File: config.mk
export PLATFORM = sky130hd
export DESIGN_NAME = alu_result_stage_flat
export DESIGN_NICKNAME = d
export VERILOG_FILES = /design/src/rtl/alu_pkg.sv /design/src/rtl/alu_result_stage_if.sv /design/src/rtl/alu_flag_gen.sv /design/src/rtl/alu_result_stage.sv /design/src/flat_wrapper.sv
export SDC_FILE = /design/constraint.sdc
export NUM_CORES = 1
export LEC_CHECK = 0
export CORE_MARGIN = 3
export CORE_UTILIZATION = 50
export DETAILED_ROUTE_END_ITERATION = 10
export HOLD_SLACK_MARGIN = 0.03
export MAX_ROUTING_LAYER = met4
export PLACE_DENSITY = 0.8
export SETUP_SLACK_MARGIN = 0.4
export SLEW_MARGIN = 20
export SYNTH_ARGS = -nofsm -noshare
export SYNTH_HDL_FRONTEND = slang
export SYNTH_SLANG_ARGS = --single-unit
File: constraint.sdc
create_clock -name clk -period 3.17 [get_ports clk]
set_clock_uncertainty 0.15 [all_clocks]
set_input_delay 0.317 -clock clk [delete_from_list [all_inputs] [get_ports clk]]
set_output_delay 0.317 -clock clk [all_outputs]
set_load 0.005 [all_outputs]
File: src/rtl/alu_pkg.sv
// ALU result stage shared definitions: op encodings, flag bit
// positions, default datapath width and the arithmetic-op helper.
package alu_pkg;
  localparam int ALU_WIDTH = 32;

  localparam int FLAG_N = 3;
  localparam int FLAG_Z = 2;
  localparam int FLAG_C = 1;
  localparam int FLAG_V = 0;

  typedef enum logic [2:0] {
    ALU_ADD = 3'd0,
    ALU_SUB = 3'd1,
    ALU_AND = 3'd2,
    ALU_OR  = 3'd3,
    ALU_XOR = 3'd4,
    ALU_SLT = 3'd5,
    ALU_SLL = 3'd6,
    ALU_SRL = 3'd7
  } alu_op_e;

  function automatic logic is_arith(
    input logic [2:0] op
  );
    return (op == ALU_ADD) ||
           (op == ALU_SUB);
  endfunction
endpackage

File: src/rtl/alu_result_stage_if.sv
// Handshake bundle between the ALU result mux, the result stage and
// writeback. slave = stage side, master = producer/consumer side.
interface alu_result_stage_if #(
  parameter int WIDTH = 32
);
  logic             in_valid;
  logic             in_ready;
  logic [2:0]       in_op;
  logic [WIDTH-1:0] in_result;
  logic             in_carry;
  logic             in_ovf;
  logic             out_valid;
  logic             out_ready;
  logic [2:0]       out_op;
  logic [WIDTH-1:0] out_result;
  logic [3:0]       out_flags;
  logic [15:0]      out_count;

  modport slave (
    input  in_valid, in_op, in_result,
    input  in_carry, in_ovf, out_ready,
    output in_ready, out_valid, out_op,
    output out_result, out_flags, out_count
  );

  modport master (
    output in_valid, in_op, in_result,
    output in_carry, in_ovf, out_ready,
    input  in_ready, out_valid, out_op,
    input  out_result, out_flags, out_count
  );
endinterface

File: src/rtl/alu_flag_gen.sv
// Combinational {N,Z,C,V} generation for a mux result.
// Ports: i_op, i_result, i_carry, i_ovf in; o_flags out.
module alu_flag_gen
  import alu_pkg::*;
#(
  parameter int WIDTH = ALU_WIDTH
) (
  input  logic [2:0]       i_op,
  input  logic [WIDTH-1:0] i_result,
  input  logic             i_carry,
  input  logic             i_ovf,
  output logic [3:0]       o_flags
);
  always_comb begin
    o_flags = '0;
    o_flags[FLAG_N] = i_result[WIDTH-1];
    o_flags[FLAG_Z] = (i_result == '0);
    // carry/overflow only mean something for the adder
    if (is_arith(i_op)) begin
      o_flags[FLAG_C] = i_carry;
      o_flags[FLAG_V] = i_ovf;
    end
  end
endmodule

File: src/rtl/alu_result_stage.sv
// Registered ALU result stage: main + skid buffer, flags at capture,
// handshake counter. Ports: clk, rst, bus (alu_result_stage_if.slave).
module alu_result_stage
  import alu_pkg::*;
#(
  parameter int WIDTH = ALU_WIDTH
) (
  input  logic            clk,
  input  logic            rst,
  alu_result_stage_if.slave bus
);
  logic             r_main_vld;
  logic [2:0]       r_main_op;
  logic [WIDTH-1:0] r_main_res;
  logic [3:0]       r_main_fl;
  logic             r_skid_vld;
  logic [2:0]       r_skid_op;
  logic [WIDTH-1:0] r_skid_res;
  logic [3:0]       r_skid_fl;
  logic             r_in_ready;
  logic [15:0]      r_count;

  logic [3:0] w_flags;
  logic       w_in_xfer;
  logic       w_out_xfer;
  logic       w_skid_nxt;

  alu_flag_gen #(
    .WIDTH (WIDTH)
  ) u_flag_gen (
    .i_op     (bus.in_op),
    .i_result (bus.in_result),
    .i_carry  (bus.in_carry),
    .i_ovf    (bus.in_ovf),
    .o_flags  (w_flags)
  );

  assign w_in_xfer  = bus.in_valid & r_in_ready;
  assign w_out_xfer = r_main_vld & bus.out_ready;

  // skid fills only when main is held; drains whenever main drains
  always_comb begin
    w_skid_nxt = r_skid_vld;
    if (w_out_xfer)
      w_skid_nxt = 1'b0;
    else if (w_in_xfer && r_main_vld)
      w_skid_nxt = 1'b1;
  end

  always_ff @(posedge clk or posedge rst) begin
    if (rst) begin
      r_main_vld <= 1'b0;
      r_main_op  <= '0;
      r_main_res <= '0;
      r_main_fl  <= '0;
      r_skid_vld <= 1'b0;
      r_skid_op  <= '0;
      r_skid_res <= '0;
      r_skid_fl  <= '0;
      r_in_ready <= 1'b1;
      r_count    <= '0;
    end else begin
      r_skid_vld <= w_skid_nxt;
      r_in_ready <= ~w_skid_nxt;
      if (w_out_xfer) begin
        r_count <= r_count + 16'd1;
        if (r_skid_vld) begin
          r_main_op  <= r_skid_op;
          r_main_res <= r_skid_res;
          r_main_fl  <= r_skid_fl;
        end else begin
          r_main_vld <= w_in_xfer;
          if (w_in_xfer) begin
            r_main_op  <= bus.in_op;
            r_main_res <= bus.in_result;
            r_main_fl  <= w_flags;
          end
        end
      end else if (w_in_xfer) begin
        if (!r_main_vld) begin
          r_main_vld <= 1'b1;
          r_main_op  <= bus.in_op;
          r_main_res <= bus.in_result;
          r_main_fl  <= w_flags;
        end else begin
          r_skid_op  <= bus.in_op;
          r_skid_res <= bus.in_result;
          r_skid_fl  <= w_flags;
        end
      end
    end
  end

  assign bus.in_ready   = r_in_ready;
  assign bus.out_valid  = r_main_vld;
  assign bus.out_op     = r_main_op;
  assign bus.out_result = r_main_res;
  assign bus.out_flags  = r_main_fl;
  assign bus.out_count  = r_count;
endmodule

File: src/flat_wrapper.sv
// flat-port wrapper written by rule: the top's interface ports become plain ports
module alu_result_stage_flat import alu_pkg::*;
#(
  parameter int WIDTH = ALU_WIDTH
)
  (clk, rst, bus_in_valid, bus_in_op, bus_in_result, bus_in_carry, bus_in_ovf, bus_out_ready, bus_in_ready, bus_out_valid, bus_out_op, bus_out_result, bus_out_flags, bus_out_count);
  alu_result_stage_if #(.WIDTH(WIDTH)) bus_i ();
  input  logic clk;
  input  logic rst;
  input wire logic [$bits(bus_i.in_valid)-1:0] bus_in_valid;
  input wire logic [$bits(bus_i.in_op)-1:0] bus_in_op;
  input wire logic [$bits(bus_i.in_result)-1:0] bus_in_result;
  input wire logic [$bits(bus_i.in_carry)-1:0] bus_in_carry;
  input wire logic [$bits(bus_i.in_ovf)-1:0] bus_in_ovf;
  input wire logic [$bits(bus_i.out_ready)-1:0] bus_out_ready;
  output wire logic [$bits(bus_i.in_ready)-1:0] bus_in_ready;
  output wire logic [$bits(bus_i.out_valid)-1:0] bus_out_valid;
  output wire logic [$bits(bus_i.out_op)-1:0] bus_out_op;
  output wire logic [$bits(bus_i.out_result)-1:0] bus_out_result;
  output wire logic [$bits(bus_i.out_flags)-1:0] bus_out_flags;
  output wire logic [$bits(bus_i.out_count)-1:0] bus_out_count;
  assign bus_i.in_valid = bus_in_valid;
  assign bus_i.in_op = bus_in_op;
  assign bus_i.in_result = bus_in_result;
  assign bus_i.in_carry = bus_in_carry;
  assign bus_i.in_ovf = bus_in_ovf;
  assign bus_i.out_ready = bus_out_ready;
  assign bus_in_ready = bus_i.in_ready;
  assign bus_out_valid = bus_i.out_valid;
  assign bus_out_op = bus_i.out_op;
  assign bus_out_result = bus_i.out_result;
  assign bus_out_flags = bus_i.out_flags;
  assign bus_out_count = bus_i.out_count;
  alu_result_stage #(.WIDTH(WIDTH)) u_core (.clk(clk), .rst(rst), .bus(bus_i));
endmodule
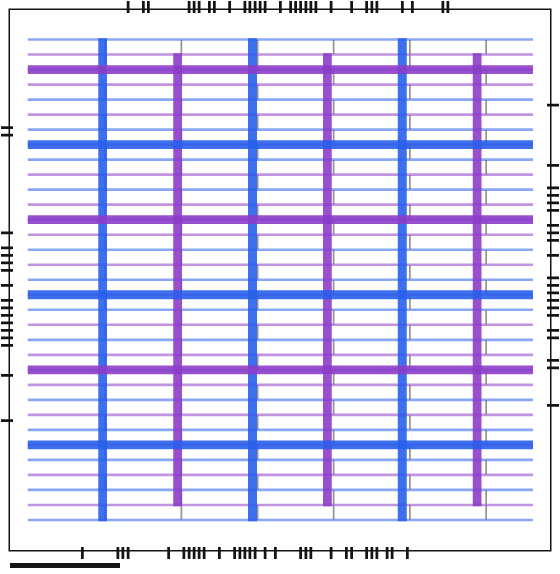
(power grid)
Bar = 20 um. Pins as bars on the die edge. Tap cells in grey.
legend:
  purple:
    net: VDD
  blue:
    net: VSS
rows: 32
met5 straps: 6
tap cells: 102
signal pins: 98
core region area: 7970 um^2
worst supply voltage drop on vdd: 366 uV
vertical die size: 97.8 um
horizontal die dimension: 97.8 um

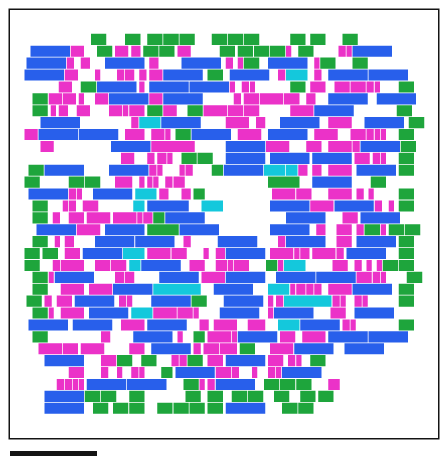
(placement by cell class)
Bar = 20 um.
legend:
  blue:
    class: registers
    cells: 95
  green:
    class: remaining buffers and delay cells
    cells: 105
  cyan:
    class: clock drivers and dummy loads
    cells: 15
  magenta:
    class: remaining logic cells
    cells: 222
number of standard-cell rows in the floorplan: 32
sequential cell area share: 0.434
post-layout util: 0.689
Layout Cell Area excl Fill: 5490 um^2

==> results.json <==
{
  "post_route_cells_drive_above_1_share": 0.149,
  "cell_area_power_density_nw_per_um2": 859,
  "swShare": 0.297,
  "clock.latency.late_pin_ns": 0.35,
  "finalHoldWorstSlack_ns": 0.195,
  "count_of_buffering_cells_on_the_critical_path_with_inverters_included": 1,
  "layout.area.comb_um2": 1680,
  "grt.met1_usage": 0.259,
  "initial_core_util": 0.529,
  "drcViolationCount": 0,
  "synthMuxAreaShare": 0.209,
  "reg2reg_slack_ns": 0.88,
  "postCtsResizedCells": 0,
  "grt_pass1_wl_um": 14600,
  "run_status": "completed",
  "slowest_delay_ns": 0.73,
  "cell_accounting_for_the_most_synthesized_area": "dfrtp_1",
  "synthesized_instance_count": 336,
  "critical-path-slowest-cell": "or3_2",
  "slew_violations": 0
}
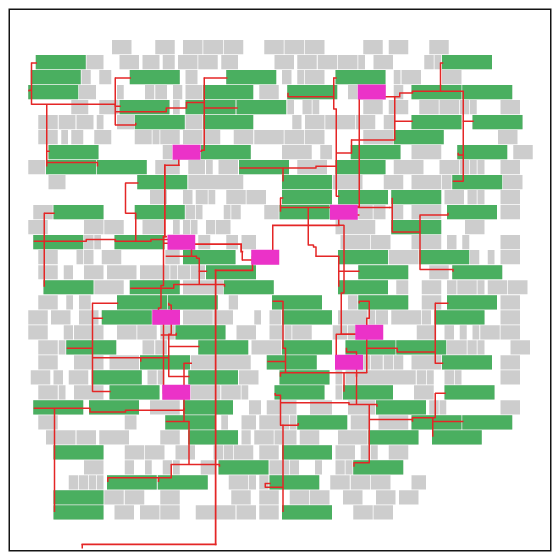
(clock network drawn from the DEF)
legend:
  magenta:
    item: clock-net drivers
    count: 9
  green:
    item: flip-flops
    count: 95
  red:
    item: clock wires
    length: 991 um
routed clock nets: 10

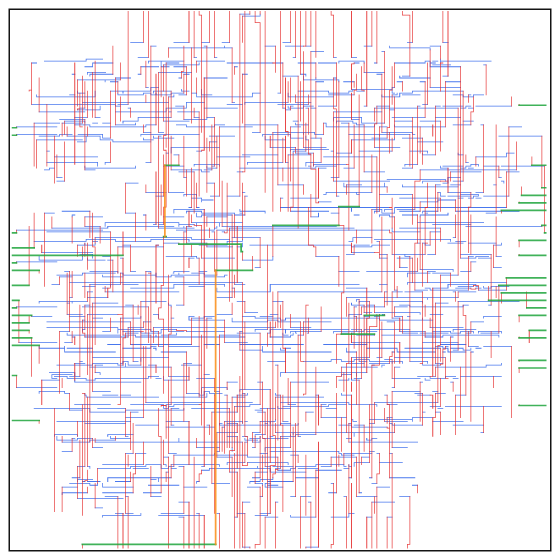
(signal wires by layer)
legend:
  red:
    layer: M2
    wire_length: 4370 um
  blue:
    layer: M1
    wire_length: 3950 um
  orange:
    layer: M4
    wire_length: 62.6 um
  green:
    layer: M3
    wire_length: 232 um
all-layer global routing usage: 0.195
via total after detailed routing: 2796

